## src/rtl/rr_resource_arbiter_if.sv

```systemverilog
// Request/grant bundle between requesters (master) and rr_resource_arbiter (slave).
interface rr_resource_arbiter_if #(
    parameter int unsigned NUM_REQ  = 4,
    parameter int unsigned GNT_ID_W = 2
);
    logic [NUM_REQ-1:0]  req;
    logic                done;
    logic [NUM_REQ-1:0]  gnt;
    logic [GNT_ID_W-1:0] gnt_id;
    logic                busy;
    logic                timeout;

    modport master (
        output req, done,
        input  gnt, gnt_id, busy, timeout
    );

    modport slave (
        input  req, done,
        output gnt, gnt_id, busy, timeout
    );
endinterface

```

## src/rtl/rr_resource_arbiter.sv

```systemverilog
// Round-robin arbiter holding each grant until done or req drop, with one dead cycle per release.
// Optional grant watchdog enabled by defining RR_GRANT_TIMEOUT_EN.
module rr_resource_arbiter #(
    parameter int unsigned NUM_REQ  = 4,
    parameter int unsigned GNT_ID_W = 2,
    parameter int unsigned MAX_HOLD = 16
) (
    input  logic                 clk,
    input  logic                 rst,
    rr_resource_arbiter_if.slave bus
);
    if (NUM_REQ < 2 || NUM_REQ > 16 || (2 ** GNT_ID_W) < NUM_REQ || MAX_HOLD < 2) begin : g_param_check
        $error("rr_resource_arbiter: illegal parameter combination");
    end

    localparam logic [GNT_ID_W-1:0] LAST_IDX = GNT_ID_W'(NUM_REQ - 1);

    typedef enum logic {
        IDLE,
        GRANT
    } state_e;

    state_e              state_q;
    logic [GNT_ID_W-1:0] last_q;
    logic [NUM_REQ-1:0]  gnt_q;
    logic [GNT_ID_W-1:0] gnt_id_q;
    logic                busy_q;

    logic                win_vld;
    logic [GNT_ID_W-1:0] win_id;
    logic [GNT_ID_W-1:0] cand;
    logic                release_hit;

    // Circular scan starting one past the last-served requester.
    always_comb begin
        win_vld = 1'b0;
        win_id  = last_q;
        cand    = last_q;
        for (int unsigned k = 0; k < NUM_REQ; k++) begin
            cand = (cand == LAST_IDX) ? '0 : cand + GNT_ID_W'(1);
            if (!win_vld && bus.req[cand]) begin
                win_vld = 1'b1;
                win_id  = cand;
            end
        end
    end

    assign release_hit = bus.done || !bus.req[gnt_id_q];

`ifdef RR_GRANT_TIMEOUT_EN
    localparam int unsigned HOLD_W = (MAX_HOLD > 2) ? $clog2(MAX_HOLD) : 1;
    localparam logic [HOLD_W-1:0] HOLD_LAST = HOLD_W'(MAX_HOLD - 1);

    logic [HOLD_W-1:0] hold_q;
    logic              timeout_q;

    always_ff @(posedge clk or posedge rst) begin
        if (rst) begin
            state_q   <= IDLE;
            last_q    <= LAST_IDX;
            gnt_q     <= '0;
            gnt_id_q  <= '0;
            busy_q    <= 1'b0;
            hold_q    <= '0;
            timeout_q <= 1'b0;
        end else begin
            timeout_q <= 1'b0;
            unique case (state_q)
                IDLE: begin
                    if (win_vld) begin
                        gnt_q    <= NUM_REQ'(1) << win_id;
                        gnt_id_q <= win_id;
                        busy_q   <= 1'b1;
                        hold_q   <= '0;
                        state_q  <= GRANT;
                    end
                end
                GRANT: begin
                    // A normal release wins over a coincident watchdog expiry.
                    if (release_hit) begin
                        gnt_q   <= '0;
                        busy_q  <= 1'b0;
                        last_q  <= gnt_id_q;
                        state_q <= IDLE;
                    end else if (hold_q == HOLD_LAST) begin
                        gnt_q     <= '0;
                        busy_q    <= 1'b0;
                        last_q    <= gnt_id_q;
                        timeout_q <= 1'b1;
                        state_q   <= IDLE;
                    end else begin
                        hold_q <= hold_q + HOLD_W'(1);
                    end
                end
            endcase
        end
    end

    assign bus.timeout = timeout_q;
`else
    always_ff @(posedge clk or posedge rst) begin
        if (rst) begin
            state_q  <= IDLE;
            last_q   <= LAST_IDX;
            gnt_q    <= '0;
            gnt_id_q <= '0;
            busy_q   <= 1'b0;
        end else begin
            unique case (state_q)
                IDLE: begin
                    if (win_vld) begin
                        gnt_q    <= NUM_REQ'(1) << win_id;
                        gnt_id_q <= win_id;
                        busy_q   <= 1'b1;
                        state_q  <= GRANT;
                    end
                end
                GRANT: begin
                    if (release_hit) begin
                        gnt_q   <= '0;
                        busy_q  <= 1'b0;
                        last_q  <= gnt_id_q;
                        state_q <= IDLE;
                    end
                end
            endcase
        end
    end

    assign bus.timeout = 1'b0;
`endif

    assign bus.gnt    = gnt_q;
    assign bus.gnt_id = gnt_id_q;
    assign bus.busy   = busy_q;
endmodule

```

## src/flat_wrapper.sv

```systemverilog
// flat-port wrapper written by rule: the top's interface ports become plain ports
module rr_resource_arbiter_flat 
#(
    parameter int unsigned NUM_REQ  = 4,
    parameter int unsigned GNT_ID_W = 2,
    parameter int unsigned MAX_HOLD = 16
)
  (clk, rst, bus_req, bus_done, bus_gnt, bus_gnt_id, bus_busy, bus_timeout);
  rr_resource_arbiter_if #(.NUM_REQ(NUM_REQ), .GNT_ID_W(GNT_ID_W)) bus_i ();
  input  logic clk;
  input  logic rst;
  input wire logic [$bits(bus_i.req)-1:0] bus_req;
  input wire logic [$bits(bus_i.done)-1:0] bus_done;
  output wire logic [$bits(bus_i.gnt)-1:0] bus_gnt;
  output wire logic [$bits(bus_i.gnt_id)-1:0] bus_gnt_id;
  output wire logic [$bits(bus_i.busy)-1:0] bus_busy;
  output wire logic [$bits(bus_i.timeout)-1:0] bus_timeout;
  assign bus_i.req = bus_req;
  assign bus_i.done = bus_done;
  assign bus_gnt = bus_i.gnt;
  assign bus_gnt_id = bus_i.gnt_id;
  assign bus_busy = bus_i.busy;
  assign bus_timeout = bus_i.timeout;
  rr_resource_arbiter #(.NUM_REQ(NUM_REQ), .GNT_ID_W(GNT_ID_W), .MAX_HOLD(MAX_HOLD)) u_core (.clk(clk), .rst(rst), .bus(bus_i));
endmodule
```

## config.mk

```make
export PLATFORM = sky130hd
export DESIGN_NAME = rr_resource_arbiter_flat
export DESIGN_NICKNAME = d
export VERILOG_FILES = /design/src/rtl/rr_resource_arbiter_if.sv /design/src/rtl/rr_resource_arbiter.sv /design/src/flat_wrapper.sv
export SDC_FILE = /design/constraint.sdc
export NUM_CORES = 1
export LEC_CHECK = 0
export CORE_UTILIZATION = 49
export DETAILED_ROUTE_END_ITERATION = 7
export MAX_ROUTING_LAYER = met4
export PLACE_DENSITY = 0.8
export SLEW_MARGIN = 0
export SYNTH_ARGS = -nofsm -noshare
export SYNTH_HDL_FRONTEND = slang
export SYNTH_SLANG_ARGS = --single-unit
```

## constraint.sdc

```tcl
create_clock -name clk -period 2.78 [get_ports clk]
set_clock_uncertainty 0.1 [all_clocks]
set_input_delay 0.278 -clock clk [delete_from_list [all_inputs] [get_ports clk]]
set_output_delay 0.278 -clock clk [all_outputs]
set_load 0.01 [all_outputs]
```

==> images/placement.png <==
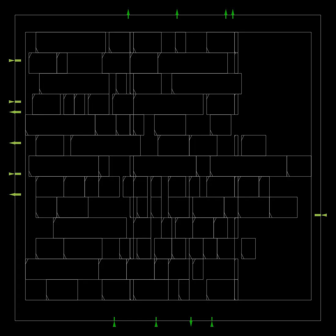
Cell Count, Final, Fillers Out: 101
num rows: 13
tap cells: 15
Seq area share: 0.294

==> images/flops_by_reg.png <==
Drawn at 12 px/um. Other sequential cells in the stronger gray, the rest of the logic in the fainter gray.
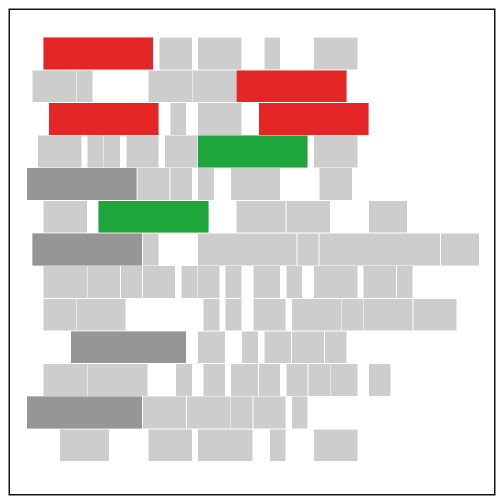
u_core.bus.gnt_id -> green  # flops 2
u_core.bus.gnt -> red  # flops 4

==> results.toml <==
# flow metrics
[global_route]
grt_pass1_vias = 450
antenna_found_initial = 0
grt_use_met1 = 0.274
grt_util_met3 = 0.0333

[run_status]
status = "finished clean"

[clock_network]
hold_buffers = 0
cts_max_path_buffers = 2
cts_tree = "built"
cts_root_buffer = "clkbuf_4"
post_cts_resized = 0

[cells_and_area]
fill_cells = 117
inverters = 3
n_all_buffers = 14
final_nets = 95
buf_share = 0.160

[logic_synthesis]
synth.top_cells.by_count = "8 x dfrtp_1, 8 x nand2_1, 5 x nor2_1, 5 x o21ai_0"
edf_count = 0
ff_type = "dfrtp_1"
ys_sh_mux = 0.122
netlist_area_um2 = 721
synth-adder-area-share = 0.0174

[critical_path]
crit_family = "AND-OR/OR-AND gates"
r2r_slack_ns = 0.31
reg2reg_to = "u_core.bus.gnt[1]"

[floorplan]
fp_util = 0.540
chipArea_um2 = 1630

[timing]
hold_violations = 0
finalMaxSlewViolations = 0

[run]
warnings = 26
==> images/metal_density.png <==
Drawn at 10 px/um. The die is cut into 8 by 8 equal tiles; dark blue is low, red is high, scaled to the fullest tile. Values are wire area over tile area, all layers added.
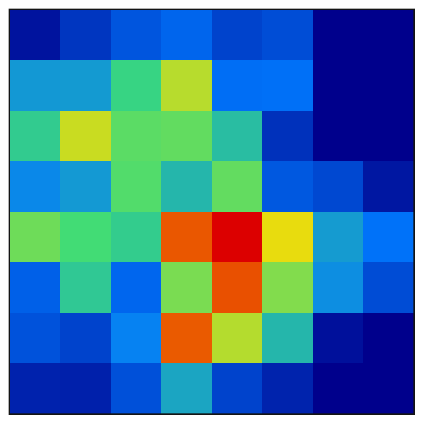
tiles over half the peak = 25%
emptiest ninth of the die = north-east
nearly empty tiles = 14%
fullest tile = 0.42
mean over tiles = 0.13
Post-Route WL: 1390 um
WL per Instance: 13.8 um
Global Route Usage Sum: 0.196
Vias: 581

==> images/io_fan.png <==
Drawn at 12 px/um.
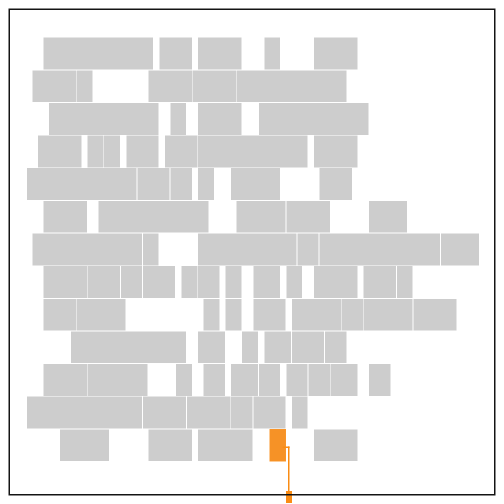
bus_timeout -> orange  # bits 1, direction output, end cells 1, wire 4.00 um
Ports: 15
Port Buffers: 13

## power by group
group / total [mW] / switching [mW] / internal, mW
sequential: 0.275 / 0.0538 / 0.221
combinational: 0.624 / 0.316 / 0.308
clock: 0.129 / 0.0494 / 0.0795
## worst min-delay path by stage
stage	startpoint	end	slack (ns)	cells after the start
after global routing	rst	u_core.bus.gnt[1]	0.22	2
after CTS	rst	u_core.bus.gnt[1]	0.17	2
final	rst	u_core.bus.gnt[1]	0.17	2
after global placement	u_core.bus.busy	u_core.bus.busy	0.36	2
after detailed placement	u_core.bus.busy	u_core.bus.busy	0.36	2
after floorplan	rst	u_core.bus.busy	0.02	1
## state kept, by name (all words and copies together) (netlist names)
name	flops
u_core.state_q	1
u_core.bus.gnt	4
u_core.last_q	2
u_core.bus.gnt_id	2
u_core.bus.busy	1
Power figures rest on the tool's default switching activity, not on a simulated workload.
